File: src/rtl/aud_track_ctrl.sv
// Multi-track record/play control FSM: sequences AudRecorder and AudDSP with
// single-cycle command pulses and keeps per-slot length/valid bookkeeping.
module aud_track_ctrl #(
  parameter int ADDR_W  = 20,
  parameter int TRACK_W = 2
) (
  input  logic                       i_clk,
  input  logic                       i_rst,
  input  logic                       i_i2c_fin,
  input  logic                       i_key_rec,
  input  logic                       i_key_play,
  input  logic                       i_key_stop,
  input  logic [TRACK_W-1:0]         i_track_sel,
  input  logic                       i_loop,
  input  logic                       i_rec_wr,
  input  logic                       i_play_fin,
  output logic                       o_rec_start,
  output logic                       o_rec_pause,
  output logic                       o_rec_stop,
  output logic                       o_dsp_start,
  output logic                       o_dsp_pause,
  output logic                       o_dsp_stop,
  output logic [ADDR_W-1:0]          o_rec_addr,
  output logic [ADDR_W-1:0]          o_play_base,
  output logic [ADDR_W-TRACK_W:0]    o_play_len,
  output logic                       o_sram_we_n,
  output logic [(2**TRACK_W)-1:0]    o_track_valid,
  output logic [TRACK_W-1:0]         o_cur_track,
  output logic                       o_full,
  output logic [2:0]                 o_state
);
  localparam int N_TRACKS = 2**TRACK_W;
  localparam int SLOT_W   = ADDR_W - TRACK_W;
  localparam logic [SLOT_W:0] SLOT_DEPTH = {1'b1, {SLOT_W{1'b0}}};
  localparam logic [SLOT_W:0] SLOT_LAST  = {1'b0, {SLOT_W{1'b1}}};

  typedef enum logic [2:0] {
    S_INIT = 3'd0, S_IDLE = 3'd1, S_RECD = 3'd2,
    S_RECD_PAUSE = 3'd3, S_PLAY = 3'd4, S_PLAY_PAUSE = 3'd5
  } state_t;

  state_t                         state_q, state_d;
  logic [TRACK_W-1:0]             cur_track_q, cur_track_d;
  logic [SLOT_W:0]                wr_cnt_q, wr_cnt_d;
  logic [N_TRACKS-1:0][SLOT_W:0]  len_q, len_d;
  logic [N_TRACKS-1:0]            valid_q, valid_d;
  logic rec_start_q, rec_pause_q, rec_stop_q, dsp_start_q, dsp_pause_q, dsp_stop_q, full_q;
  logic rec_start_d, rec_pause_d, rec_stop_d, dsp_start_d, dsp_pause_d, dsp_stop_d, full_d;
  logic slot_full;

  always_ff @(posedge i_clk) begin
    if (i_rst) begin
      state_q     <= S_INIT;
      cur_track_q <= '0;
      wr_cnt_q    <= '0;
      len_q       <= '0;
      valid_q     <= '0;
      rec_start_q <= 1'b0;
      rec_pause_q <= 1'b0;
      rec_stop_q  <= 1'b0;
      dsp_start_q <= 1'b0;
      dsp_pause_q <= 1'b0;
      dsp_stop_q  <= 1'b0;
      full_q      <= 1'b0;
    end else begin
      state_q     <= state_d;
      cur_track_q <= cur_track_d;
      wr_cnt_q    <= wr_cnt_d;
      len_q       <= len_d;
      valid_q     <= valid_d;
      rec_start_q <= rec_start_d;
      rec_pause_q <= rec_pause_d;
      rec_stop_q  <= rec_stop_d;
      dsp_start_q <= dsp_start_d;
      dsp_pause_q <= dsp_pause_d;
      dsp_stop_q  <= dsp_stop_d;
      full_q      <= full_d;
    end
  end

  always_comb begin
    state_d     = state_q;
    cur_track_d = cur_track_q;
    wr_cnt_d    = wr_cnt_q;
    len_d       = len_q;
    valid_d     = valid_q;
    rec_start_d = 1'b0;
    rec_pause_d = 1'b0;
    rec_stop_d  = 1'b0;
    dsp_start_d = 1'b0;
    dsp_pause_d = 1'b0;
    dsp_stop_d  = 1'b0;
    full_d      = 1'b0;
    slot_full   = 1'b0;
    unique case (state_q)
      S_INIT: if (i_i2c_fin) state_d = S_IDLE;
      S_IDLE: begin
        if (i_key_stop) begin
          state_d = S_IDLE;
        end else if (i_key_rec) begin
          cur_track_d          = i_track_sel;
          wr_cnt_d             = '0;
          len_d[i_track_sel]   = '0;
          valid_d[i_track_sel] = 1'b0;
          rec_start_d          = 1'b1;
          state_d              = S_RECD;
        end else if (i_key_play) begin
          cur_track_d = i_track_sel;
          if (valid_q[i_track_sel]) begin
            dsp_start_d = 1'b1;
            state_d     = S_PLAY;
          end
        end
      end
      S_RECD: begin
        // saturating guard keeps the address inside the slot
        if (i_rec_wr && wr_cnt_q != SLOT_DEPTH) begin
          wr_cnt_d           = wr_cnt_q + 1'b1;
          len_d[cur_track_q] = len_q[cur_track_q] + 1'b1;
        end
        slot_full = i_rec_wr && (wr_cnt_q == SLOT_LAST);
        if (slot_full || i_key_stop) begin
          rec_stop_d           = 1'b1;
          full_d               = slot_full;
          valid_d[cur_track_q] = (len_d[cur_track_q] != '0);
          state_d              = S_IDLE;
        end else if (i_key_rec) begin
          rec_pause_d = 1'b1;
          state_d     = S_RECD_PAUSE;
        end
      end
      S_RECD_PAUSE: begin
        if (i_key_stop) begin
          rec_stop_d           = 1'b1;
          valid_d[cur_track_q] = (len_q[cur_track_q] != '0);
          state_d              = S_IDLE;
        end else if (i_key_rec) begin
          rec_start_d = 1'b1;
          state_d     = S_RECD;
        end
      end
      S_PLAY: begin
        if (i_key_stop) begin
          dsp_stop_d = 1'b1;
          state_d    = S_IDLE;
        end else if (i_key_play) begin
          dsp_pause_d = 1'b1;
          state_d     = S_PLAY_PAUSE;
        end else if (i_play_fin) begin
          if (i_loop) dsp_start_d = 1'b1;
          else        state_d     = S_IDLE;
        end
      end
      S_PLAY_PAUSE: begin
        if (i_key_stop) begin
          dsp_stop_d = 1'b1;
          state_d    = S_IDLE;
        end else if (i_key_play) begin
          dsp_start_d = 1'b1;
          state_d     = S_PLAY;
        end
      end
      default: state_d = S_INIT;
    endcase
  end

  always_comb begin
    o_rec_start   = rec_start_q;
    o_rec_pause   = rec_pause_q;
    o_rec_stop    = rec_stop_q;
    o_dsp_start   = dsp_start_q;
    o_dsp_pause   = dsp_pause_q;
    o_dsp_stop    = dsp_stop_q;
    o_full        = full_q;
    o_rec_addr    = {cur_track_q, wr_cnt_q[SLOT_W-1:0]};
    o_play_base   = {cur_track_q, {SLOT_W{1'b0}}};
    o_play_len    = len_q[cur_track_q];
    o_sram_we_n   = (state_q != S_RECD);
    o_track_valid = valid_q;
    o_cur_track   = cur_track_q;
    o_state       = state_q;
  end
endmodule

File: config.mk
export PLATFORM = sky130hd
export DESIGN_NAME = aud_track_ctrl
export DESIGN_NICKNAME = d
export VERILOG_FILES = /design/src/rtl/aud_track_ctrl.sv
export SDC_FILE = /design/constraint.sdc
export NUM_CORES = 1
export LEC_CHECK = 0
export ABC_AREA = 1
export CORE_UTILIZATION = 60
export CTS_CLUSTER_DIAMETER = 30
export DETAILED_ROUTE_END_ITERATION = 6
export PLACE_DENSITY = 0.82
export RECOVER_POWER = 50
export SLEW_MARGIN = 5
export SYNTH_ARGS = -nofsm -noshare
export SYNTH_HDL_FRONTEND = slang
export SYNTH_SLANG_ARGS = --single-unit
File: constraint.sdc
create_clock -name i_clk -period 6.5 [get_ports i_clk]
set_input_delay 1.3 -clock i_clk [delete_from_list [all_inputs] [get_ports i_clk]]
set_output_delay 1.3 -clock i_clk [all_outputs]
set_load 0.02 [all_outputs]
==> run_1/clock_map.png <==
The bar under the picture is 20 um long.
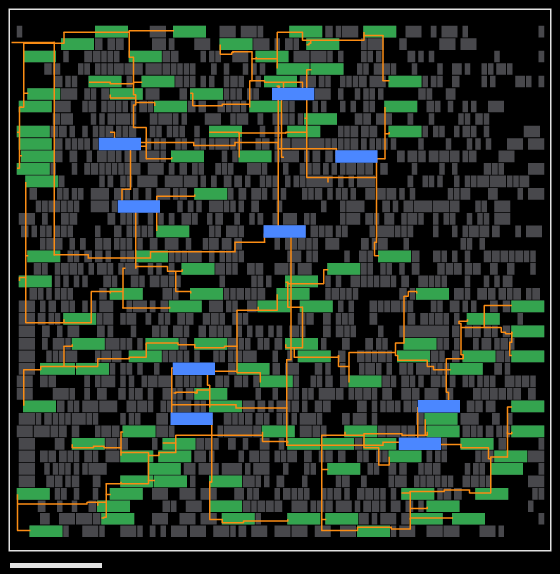
clock wires: in orange, length 1450 um. cells driving clock nets: in blue, count 9. flip-flops: in green, count 111.
There are 10 routed clock nets.

==> run_1/gate_families.png <==
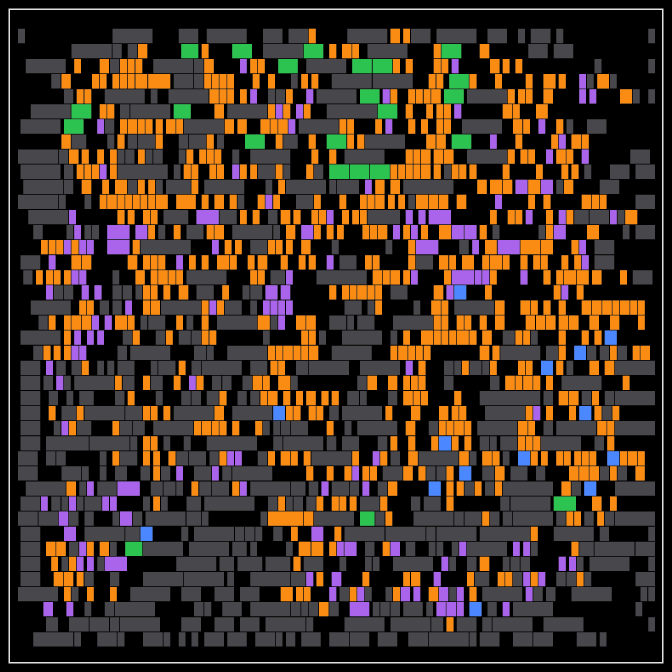
AND-OR and OR-AND gates: in green, cells 23, most used a32o_1. NOR gates: in purple, cells 143, most used nor2_1, where all over the die. AND and OR gates: in blue, cells 14, most used or2_2. NAND gates: in orange, cells 611, most used nand2_1, where all over the die.

==> run_1/registers.png <==
The bar under the picture is 20 um long. Other sequential cells in the stronger gray, the rest of the logic in the fainter gray.
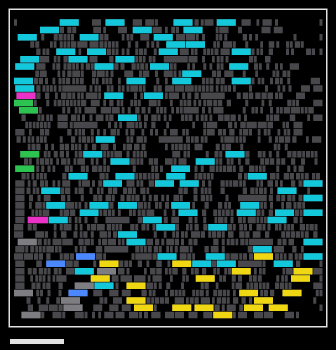
`o_cur_track`: in magenta, sequential cells 2. `o_track_valid`: in green, sequential cells 4, where middle left. `o_state`: in blue, sequential cells 3. `len_q`: in cyan, sequential cells 76, where all over the die. `wr_cnt_q`: in yellow, sequential cells 19.
Another 7 sequential cells are not colored.

==> run 1: how the worst max path moves through the flow <==
stage                    to  startpoint  depth (start not counted)
3_5_place_dp   wr_cnt_q[17]  i_key_stop                         16
2_1_floorplan  wr_cnt_q[17]   i_key_rec                         16
5_1_grt           len_q[46]       i_rst                          8
4_1_cts        wr_cnt_q[17]  i_key_stop                         16
3_3_place_gp   wr_cnt_q[17]   i_key_rec                         17
6_report          len_q[46]       i_rst                          8
==> run 1: layout by cell type (no fill, tap or decap), types with 7 or more instances in the layout <==
cell type / Yosys / layout
nor3_1: 9 / 9
o21ai_1: 17 / 17
nor2_4: 9 / 9
o32ai_1: 10 / 10
conb_1: 1 / 18
o21ai_0: 64 / 64
nand2_1: 444 / 447
inv_1: 98 / 98
nor4_1: 7 / 7
clkdlybuf4s50_1: 0 / 25
inv_2: 14 / 14
a31oi_1: 10 / 10
nand4_1: 10 / 10
nand2_2: 21 / 18
dfxtp_1: 111 / 110
dlygate4sd3_1: 0 / 42
clkbuf_16: 0 / 9
a32o_1: 18 / 18
a21oi_1: 50 / 51
nand3_1: 132 / 132
or2_2: 11 / 11
nor2_1: 110 / 112
o2111ai_1: 10 / 10
o22ai_1: 10 / 10
==> run 1: metal layers <==
| layer | vias up | routed length, um |
|---|---|---|
| li1 | 4281 | - |
| met1 | 4084 | 10600 |
| met2 | 580 | 11300 |
| met3 | 91 | 3160 |
| met4 | 0 | 1190 |
| met5 | - | 0 |
==> run 1: cells by family after synthesis <==
family          Yosys count  share of synthesized area
compound gates          213                      0.167
xor+xnor                  2                    0.00219
fa+ha+maj                 4                    0.00625
buf+inv                 211                      0.132
flops                   111                      0.277
mux                       1                    0.00125
other cells               1                   0.000468
simple gates            768                      0.414
==> job_summary.md, run 1 <==
## PnR job results

| Metric | Value |
|---|---|
| Largest stage delay, worst path | 1.73 ns |
| Final hold viol count | 0 |
| Hold Path Sink | len_q[54] |
| Failing checks | capacitance limit, slew limit |
| Drt drc | 0 |
| Placed cell areas | around 0.0084 mm^2 |
| Number of global-route vias before repair | roughly 8100 |
| Combinational fraction of design power | 0.169 |
| Max-slew violations | ~96 |
| Sequential cell area | 0.00222 mm^2 |
| Ys async rst share | 0 |
| Die area | about 0.014 mm^2 |
| Global route hottest layer | met2 |
| Most common reg cell | dfxtp_1 |
| Fin util | 0.677 |
| Average cell area after synthesis | between 6 and 7 um^2 |
| R2R Path Start | o_cur_track[0] |
| H-tree depth | 3 |
| Multi-input logic area | 0.00478 mm^2 |
| Post-Syn Area | approximately 0.008 mm^2 |
| Flop share of the area | 0.256 |
| Met1 Use GR | 0.524 |
| Worst path top cell family by delay | buffers and inverters |
| Max_cap viols | 2 |
| Clock-cell share | 0.0351 |
| Post-synth top area cell | dfxtp_1 |
| Final ANT Viol Nets | 0 |
| Switching power | between 400 and 500 uW |
| Seq cells post-synth | approximately 110 |
| Worst R2R End | o_track_valid[0] |
| CP bufs+invs | 5 |
| Detailed-route via count | 9036 |
| # Taps | between 150 and 200 |
| RSZ-0062 raised after global routing | no |
| Die Span Y | between 100 and 150 um |
| Reg2Reg Depth | 22 |
| Register share of total power | 0.451 |
| CTS Hold Bufs | 0 |
| Worst Setup Slack post-DPL | 1.76 ns |
| Site Rows | about 41 |
| Number of port buffers | roughly 68 |
| Fraction of area in multi-input gates | 0.550 |
| Clock Power | slightly below 600 uW |
| Cycle use final | 0.854 |
| Core Area | 0.0128 mm^2 |
| Gate Count Post-Synth | between 1000 and 1500 |
| Sum of negative setup slack | 0 ns |
| Cell Int Power | between 1 and 1.5 mW |
| Initial antenna violation count | 0 |
| Post-synth cell types | 50 |
| Max reg flops | approximately 76 |
| CP Class | in -> reg |
| HP Class | reg -> reg |
| Met3 Usage GRT | 0.0736 |
| Ys Warns | 0 |
| Crit. End Element | register |
| Routed wire length | around 26000 um |
| Run status | finished with violations |
| Tot Pwr | approximately 1.6 mW |
| CP max-delay cell | clkbuf_1 |
| Width of the die | 118 um |
| Gpl congestion | roughly 1.0 |
| Layout cells sized above 1 | 0.0687 |
| Final WS setup | approximately 0.95 ns |
| Non-clock buffer share | 0.0851 |
| Global-route usage over all layers | 0.382 |
| Synth top cells by count | 444 x nand2_1, 132 x nand3_1, 111 x dfxtp_1, 110 x nor2_1, 98 x inv_1 |
| Total gr overflow | 0 |
| Resized Gates After CTS | 0 |
| Largest type area fraction | 0.277 |
| Flop2flop setup slack | 1.23 ns |
| Seq share, synth | 0.277 |
==> run 2, diff against run 1 <==
--- a/config.mk
+++ b/config.mk
@@ -7,7 +7,7 @@
 export LEC_CHECK = 0
 export ABC_AREA = 1
 export CORE_UTILIZATION = 60
-export CTS_CLUSTER_DIAMETER = 30
+export CTS_CLUSTER_DIAMETER = 50
 export DETAILED_ROUTE_END_ITERATION = 6
 export PLACE_DENSITY = 0.82
 export RECOVER_POWER = 50
==> run_2/clock_map.png <==
The bar under the picture is 20 um long.
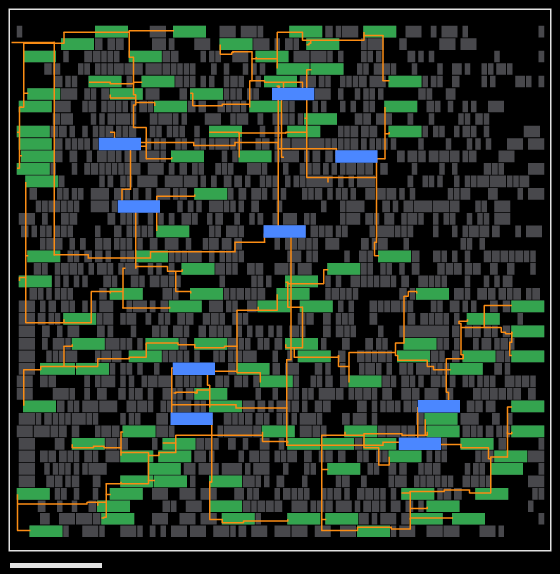
flip-flops: in green, count 111. clock wires: in orange, length 1450 um. cells driving clock nets: in blue, count 9.
There are 10 routed clock nets.

==> run 2 against run 1 <==
The flow still finishes with violations (capacitance limit, slew limit). Critical path depth stayed put. Cell area unchanged. Clock skew is the same. Critical path type unchanged. Routed wire length unchanged. Clock power is essentially flat. Hold slack unchanged. Largest power group unchanged. Die area did not move. Highest routed layer unchanged. Total power is the same. Sequential power about the same. Synthesized area unchanged.
==> job_summary.md, run 2 <==
## PnR job results

| Metric | Value |
|---|---|
| Initial drt markers | 1133 |
| Drt drc | 0 (unchanged) |
| Most common reg cell | dfxtp_1 |
| Seq share, synth | 0.277 (unchanged) |
| CP Class | in -> reg |
| Top reg by flops | len_q |
| Post-synth top area cell | dfxtp_1 |
| Initial antenna violation count | 0 (unchanged) |
| Routed wire length | 26300 um (unchanged) |
| Post-synth cell types | 50 (unchanged) |
| Yosys chip area | around 0.0080 mm^2 |
| VDD IR-drop max | between 0.15 and 0.2 mV |
| Post-synthesis mux area share | 0.00125 (unchanged) |
| Layout fillers | between 1000 and 1500 |
| Area fraction in xor and xnor cells | 0.00219 (unchanged) |
| Most common logic cell in the routed design | nand2_1 |
| Clock Tree Root | clkbuf_16 |
| Worst-Margin Slew | roughly 2.5 ns |
| Max frequency | ~180 MHz |
| H-tree depth | 3 (unchanged) |
| Final ANT Viol Nets | 0 (unchanged) |
| Cycle use final | 0.854 (unchanged) |
| Yosys Instances | 1311 |
| CTS tree | built |
| Worst path top cell family by delay | buffers and inverters |
| Avg WL per Cell | about 18 um |
| Gpl congestion | 1.02 (unchanged) |
| Pwr dens | about 180 mW/mm^2 |
| DRT Pass-1 Iters | 5 |
| Synth top cells by count | 444 x nand2_1, 132 x nand3_1, 111 x dfxtp_1, 110 x nor2_1, 98 x inv_1 |
| Critical Path RT | 6.70 ns |
| CP max-delay cell | clkbuf_1 |
| Diode count | 0 |
| Detailed-route via count | 9036 (unchanged) |
| EDFF count, synth | 0 |
| Ys Warns | 0 (unchanged) |
| Boundary Pins | around 87 |
| Max_cap viols | 2 (unchanged) |
| Worst-path clk slew | 0.08 ns |
| Sum of negative setup slack | 0 ns (unchanged) |
| Max Root-Sink Buffers | 2 |
| HP Class | reg -> reg |
| Hold WS | about 0.48 ns |
| Clk_skew | approximately 0.011 ns |
| Max reg flops | 76 (unchanged) |
| P_leak | between 3 and 4 nW |
| Number of global-route vias before repair | 8123 (unchanged) |
| Run status | finished with violations |
| RSZ-0062 raised after global routing | no |
| Simple-gate share of the synthesized area | 0.414 (unchanged) |
| OpenROAD warnings | 28 |
| Ys async rst share | 0 (unchanged) |
| Largest net degree at the start of global routing | around 48 |
| Post-CTS Repair Setup Buffers | 0 |
| Largest type area fraction | 0.277 (unchanged) |
| Sink Count | ~110 |
| Largest stage delay, worst path | 1.73 ns (about the same) |
| Core Area | 0.0128 mm^2 (unchanged) |
| Vias per inst | 6.04 |
| Top non-seq family | simple AND/OR/NAND/NOR gates |
| Synth top cell by count | nand2_1 |
| First-pass GRT wire length | around 42000 um |
| Seq cells post-synth | 111 (unchanged) |
| CP bufs+invs | 5 (unchanged) |
| Number of port buffers | 68 (unchanged) |
| Syn-to-layout area delta | 8.42% |
| Global-route usage over all layers | 0.382 (unchanged) |
| Insertion Delay late pin | 0.37 ns |
| Average cell area after synthesis | 6.11 um^2 (unchanged) |
| Failing checks | capacitance limit, slew limit |
| Yosys aoi share | 0.167 (unchanged) |
| Top cells excl fill/tap | 447 x nand2_1, 132 x nand3_1, 112 x nor2_1, 110 x dfxtp_1, 98 x inv_1 |
| Total gr overflow | 0 (unchanged) |
| Minimum clock period | about 5.6 ns |
| CTS Buf Count | 9 |
| Post-Synth Adder-Cell Area | 0.00625 (unchanged) |
| Die area | 0.0138 mm^2 (unchanged) |
| Worst setup SP type | input pin |
| Critical path fanouts, max | roughly 47 |
| CTS Hold Bufs | 0 (unchanged) |
| Critical Path, Cell by Cell | buf_2 -> clkbuf_1 -> inv_1 -> clkbuf_1 -> nand2_1 -> inv_1 -> o21ai_0 -> o22ai_1 |
| Relative slew margins | -0.641 |
| Gate Count Post-Synth | 1311 (unchanged) |
| Crit. End Element | register |
| Resized Gates After CTS | 0 (unchanged) |
| HPWL Detailed | between 15000 and 20000 um |
| Post-Syn Area | 0.00801 mm^2 (unchanged) |
| Site Rows | 41 (unchanged) |
| Final hold viol count | 0 (unchanged) |
| Die Span Y | 118 um (unchanged) |
| WP data arrival | 5.76 ns |
| Width of the die | 118 um (unchanged) |
| Nets | approximately 1300 |
| Max-slew violations | 96 (unchanged) |
| Top cells, area | dfxtp_1 28%, nand2_1 21%, nand3_1 8.2% |
| Tot Pwr | 1.56 mW (unchanged) |
| Layout cells sized above 1 | 0.0687 (unchanged) |
| Core utilization at floorplan | 0.625 |
| Finish-stage setup viols | 0 |
## run 2: metrics by stage
step	instances	util	area (um^2)	setup WS (ns)
2_1_floorplan	1328	-	8080	3.44
3_3_place_gp	1481	0.656	8420	1.93
3_5_place_dp	1481	0.656	8420	1.76
4_1_cts	1496	0.680	8720	2.12
5_1_grt	1496	0.677	8690	0.816
6_report	1496	0.677	8690	0.948
## run 2: report_power, final
part           switching, mW  leakage, nW  total [mW]  internal [mW]
registers             0.0140        0.896       0.703          0.689
logic                  0.196         2.73       0.263         0.0672
clock network          0.286        0.151       0.591          0.305
## run 2: logic make-up (layout without fill, tap and decap cells)
logic type               Yosys count  count (layout)
XOR/XNOR                           2               2
adder cells (fa/ha/maj)            4               4
multiplexers                       1               1
buffers and inverters            211             207
AND-OR/OR-AND                    213             213
AND/OR/NAND/NOR                  768             768
other                              1              18
flip-flops                       111             111
## run 2: layout make-up
| cell class | instances | area (um^2) | share of cell area |
|---|---|---|---|
| clock inverters | 6 | 80.1 | 0.00922 |
| well taps | 172 | 215 | 0.0248 |
| flip-flops and latches | 111 | 2220 | 0.256 |
| repair buffers | 79 | 739 | 0.0851 |
| inverters | 113 | 427 | 0.0491 |
| multi-input cells | 1006 | 4780 | 0.550 |
| clock buffers | 9 | 225 | 0.0259 |
## run 2: metal layers
metal	vias to the layer above	global-route usage	part of all wire
li1	4281	-	-
met1	4084	0.524	0.40
met2	580	0.567	0.43
met3	91	0.0736	0.12
met4	0	0.200	0.045
met5	-	0	0
## run 2: path summary, 6_finish.rpt
kind                       start                to  slack (ns)  depth (start not counted)
hold reg to reg        len_q[54]         len_q[54]        0.48                          2
hold / removal         len_q[54]         len_q[54]        0.48                          2
setup reg to reg  o_cur_track[0]  o_track_valid[0]        1.23                         22
setup / recovery           i_rst         len_q[46]        0.95                          8
==> run_2/gate_families.png <==
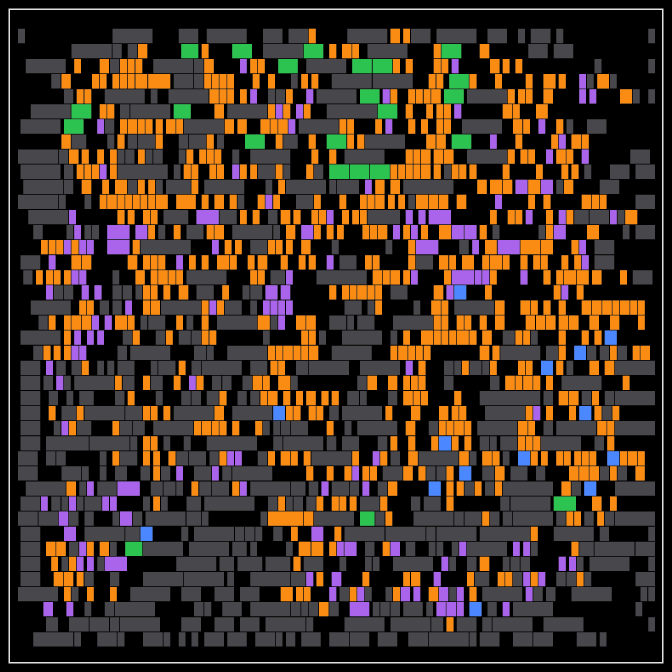

==> run 3, diff against run 2 <==
--- a/config.mk
+++ b/config.mk
@@ -6,10 +6,11 @@
 export NUM_CORES = 1
 export LEC_CHECK = 0
 export ABC_AREA = 1
-export CORE_UTILIZATION = 60
+export CORE_MARGIN = 2
+export CORE_UTILIZATION = 52
 export CTS_CLUSTER_DIAMETER = 50
 export DETAILED_ROUTE_END_ITERATION = 6
-export PLACE_DENSITY = 0.82
+export PLACE_DENSITY = 0.75
 export RECOVER_POWER = 50
 export SLEW_MARGIN = 5
 export SYNTH_ARGS = -nofsm -noshare
==> constraint.sdc (replaced) <==
create_clock -name i_clk -period 4.7 [get_ports i_clk]
set_input_delay 0.94 -clock i_clk [delete_from_list [all_inputs] [get_ports i_clk]]
set_output_delay 0.94 -clock i_clk [all_outputs]
set_load 0.02 [all_outputs]
==> run_3/gate_families.png <==
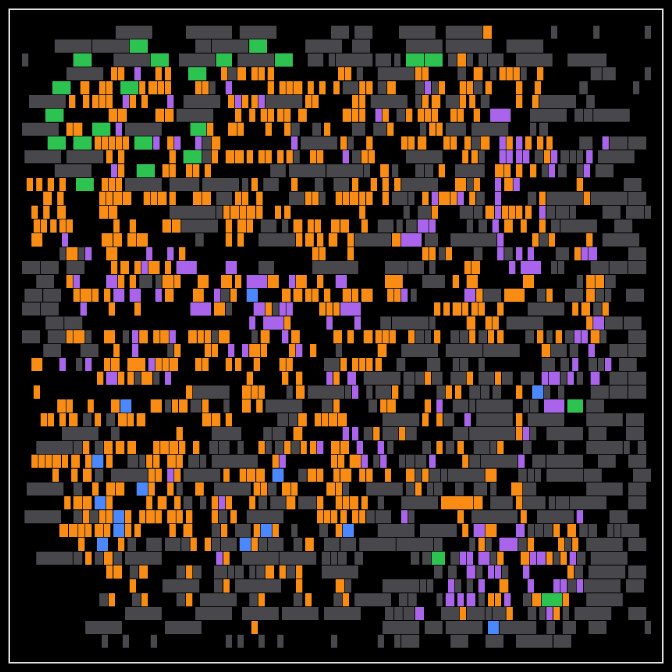
NOR gates: in purple, cells 143, most used nor2_1, where all over the die. NAND gates: in orange, cells 611, most used nand2_1, where all over the die. AND-OR and OR-AND gates: in green, cells 23, most used a32o_1. AND and OR gates: in blue, cells 14, most used or2_2.

==> run 3 against run 2 <==
The flow still finishes with violations (capacitance limit, slew limit). Via count shrank 3.0%. Routed wire length shrank 0.46%. Critical path depth shrank 1. Flip-flop count is the same. Non-clock buffer count grew 6. Combinational power grew 39%. Synthesized cell count is the same. Die area grew 19%. First-iteration DRC count shrank 27%. Synthesized area is the same. Register-to-register slack lost 0.26 ns. Critical path type unchanged. Critical endpoint is now len_q[8]. Largest power group unchanged.
==> job_summary.md, run 3 <==
## PnR job results

| Metric | Value |
|---|---|
| Synth top cells by count | 444 x nand2_1, 132 x nand3_1, 111 x dfxtp_1, 110 x nor2_1, 98 x inv_1 |
| H-tree depth | 3 (unchanged) |
| Initial drt markers | 832 (-27%) |
| Top reg by flops | len_q |
| Clock Power | 810 uW (+37%) |
| Hold path cells | 2 (unchanged) |
| Most common logic cell in the routed design | nand2_1 |
| Sequential cell area | 0.00222 mm^2 (unchanged) |
| Post-synth cell types | 50 (unchanged) |
| Critical Path, Cell by Cell | buf_2 -> clkbuf_1 -> nor2_1 -> inv_1 -> clkbuf_2 -> a21oi_1 -> a31o_2 |
| Worst-path clk slew | 0.08 ns (about the same) |
| Ys Warns | 0 (unchanged) |
| Cell Int Power | 1.43 mW (+35%) |
| Synth top cell by count | nand2_1 |
| Yosys Instances | 1311 (unchanged) |
| Width of the die | 128 um (+9.0%) |
| Post-CTS Repair Setup Buffers | 0 (unchanged) |
| VDD IR-drop max | 0.156 mV (+2.8%) |
| Crit. End Element | register |
| Seq cells post-synth | 111 (unchanged) |
| DRT Pass-1 Iters | 6 (+1) |
| Yosys chip area | 0.00801 mm^2 (unchanged) |
| Worst-Margin Slew | 2.41 ns (-0.0507 ns) |
| Gate Count Post-Synth | 1311 (unchanged) |
| Global-route usage over all layers | 0.323 (-0.0591) |
| Drt drc | 0 (unchanged) |
| Largest type area fraction | 0.277 (unchanged) |
| Worst setup SP type | input pin |
| Critical path fanouts, max | 47 (unchanged) |
| Max_cap viols | 1 (-1) |
| CTS Buf Count | 9 (unchanged) |
| Largest net degree at the start of global routing | 56 (+17%) |
| Number of port buffers | 68 (unchanged) |
| Reg2Reg Depth | 22 (unchanged) |
| Switching power | 714 uW (+44%) |
| Layout fillers | 1545 (+25%) |
| Average cell area after synthesis | 6.11 um^2 (unchanged) |
| Nets | 1341 (+0.45%) |
| Max reg flops | 76 (unchanged) |
| Syn-to-layout area delta | 9.45% |
| Insertion Delay late pin | 0.38 ns (about the same) |
| Total gr overflow | 0 (unchanged) |
| Post-synth top area cell | dfxtp_1 |
| Sum of negative setup slack | 0 ns (unchanged) |
| Final ANT Viol Nets | 0 (unchanged) |
| Resized Gates After CTS | 0 (unchanged) |
| CP Depth | 7 (-1) |
| WP data arrival | 4.36 ns (-1.40 ns) |
| Finish-stage setup viols | 0 (unchanged) |
| Dpl cells | 1503 (+1.5%) |
| OpenROAD warnings | 28 (unchanged) |
| Most common reg cell | dfxtp_1 |
| EDFF count, synth | 0 (unchanged) |
| Max frequency | between 200 and 250 MHz |
| Cycle use final | 0.869 |
| Register share of total power | 0.453 (+0.002) |
| Die Span Y | 128 um (+9.0%) |
| Die area | 0.0164 mm^2 (+19%) |
| Gpl congestion | 1.02 (+0.11%) |
| Initial antenna violation count | 0 (unchanged) |
| Run status | finished with violations |
| Combinational fraction of design power | 0.170 (about the same) |
| Routed wire length | 26100 um (-0.46%) |
| Max Root-Sink Buffers | 2 (unchanged) |
| Largest stage delay, worst path | 1.70 ns (-0.03 ns) |
| Post-Syn Area | 0.00801 mm^2 (unchanged) |
| Minimum clock period | roughly 4.1 ns |
| Top cells, area | dfxtp_1 28%, nand2_1 21%, nand3_1 8.2% |
| Core utilization at floorplan | 0.529 (-0.0958) |
| Layout cells sized above 1 | 0.0774 (+0.00865) |
| Combinational power | 365 uW (+39%) |
| Leading power group | sequential cells |
| Multi-input logic area | 0.00479 mm^2 (+0.21%) |
| CP bufs+invs | 4 (-1) |
| Sink Count | 111 (unchanged) |
| Ys async rst share | 0 (unchanged) |
| Critical Path RT | 4.97 ns (-1.73 ns) |
| Worst path top cell family by delay | buffers and inverters |
| CP Class | in -> reg |
| Final hold viol count | 0 (unchanged) |
| Detailed-route via count | 8763 (-3.0%) |
| Clock Tree Root | clkbuf_16 |
| Max-slew violations | 48 (-50%) |
| Top cells excl fill/tap | 444 x nand2_1, 132 x nand3_1, 111 x nor2_1, 110 x dfxtp_1, 98 x inv_1 |
| CTS tree | built |
| Diode count | 0 (unchanged) |
| Hold WS | 0.469 ns (-0.0130 ns) |
| Failing checks | capacitance limit, slew limit |
| Clk_skew | 0.0114 ns (+0.000706 ns) |
| Vias per inst | 5.77 (-4.5%) |
| Clock Power Share | 0.377 (-0.003) |
| P_leak | 3.80 nW (+0.61%) |
| Boundary Pins | 87 (unchanged) |
| Core Area | 0.0151 mm^2 (+18%) |
| CP max-delay cell | clkbuf_1 |
| HP Class | reg -> reg |
| Number of global-route vias before repair | 7838 (-3.5%) |
| Seq pwr | 972 uW (+38%) |
| RSZ-0062 raised after global routing | no |
| CTS Hold Bufs | 0 (unchanged) |
| Final Non-Filler Cells | 1519 (+1.5%) |
| Site Rows | 45 (+9.8%) |
| First-pass GRT wire length | 41300 um (-1.7%) |
| Relative slew margins | -0.607 (+0.0338) |
| Pwr dens | 245 mW/mm^2 (+37%) |
| Sw frac | 0.333 (+0.0140) |
| Avg WL per Cell | 17.2 um (-2.0%) |
| HPWL Detailed | 19300 um (+2.4%) |
| Seq share, synth | 0.277 (unchanged) |
## run 3: netlist changes by cell type in the layout (fill, tap and decap cells not counted), sizes merged
cell	delta
buf	+6
clkdlybuf4s50	+3
dlygate4sd3	-3
bufinv	-1
clkinv	+1
inv	+1
## run 3: path summary, 6_finish.rpt
| kind | from | end | slack, ns |
|---|---|---|---|
| setup reg to reg | o_cur_track[1] | o_track_valid[0] | 0.97 |
| hold / removal | len_q[54] | len_q[54] | 0.47 |
| setup / recovery | i_rst | len_q[8] | 0.61 |
| hold reg to reg | len_q[54] | len_q[54] | 0.47 |
## run 3: logic make-up (layout without fill, tap and decap cells)
family / Yosys count / count (layout) / synth area share
compound gates: 213 / 213 / 0.167
xor+xnor: 2 / 2 / 0.00219
fa+ha+maj: 4 / 4 / 0.00625
buf+inv: 211 / 214 / 0.132
flops: 111 / 111 / 0.277
mux: 1 / 1 / 0.00125
other cells: 1 / 18 / 0.000468
simple gates: 768 / 768 / 0.414
## run 3: metal layers
metal	wire length [um]	up-vias	global-route usage
met5	0	-	0
met4	1260	0	0.178
met3	1970	75	0.0351
met2	11800	437	0.520
met1	11100	3940	0.425
li1	-	4311	-
## run 3: area by class of cell
type                       instances  area share
clock buffer                       9      0.0257
timing repair buffer              85      0.0896
inverter                         113      0.0486
multi-input combinational       1006       0.546
sequential                       111       0.253
clock inverter                     7     0.00984
tap                              188      0.0268
## run 3: stage by stage
step | setup slack [ns] | total power [mW] | utilization | area [um^2]
global placement | 1.07 | 1.35 | 0.560 | 8480
finish | 0.614 | 2.15 | 0.579 | 8770
global route | 0.374 | 2.22 | 0.579 | 8770
floorplan | 1.93 | 1.27 | - | 8080
CTS | 0.908 | 2.15 | 0.581 | 8790
detailed placement | 0.912 | 1.35 | 0.560 | 8480

==> screenshots <==
Placement by cell class.
image #1
The bar under the picture is 50 um long.
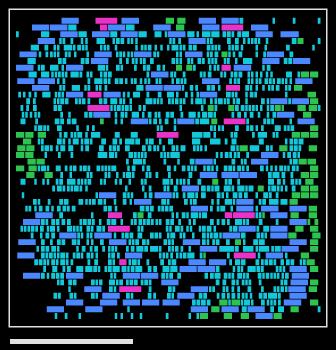
image #2
The bar under the picture is 20 um long.
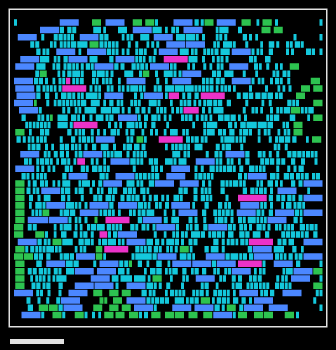
image #1 -> run 3
image #2 -> run 1

Power figures rest on the tool's default switching activity, not on a simulated workload.
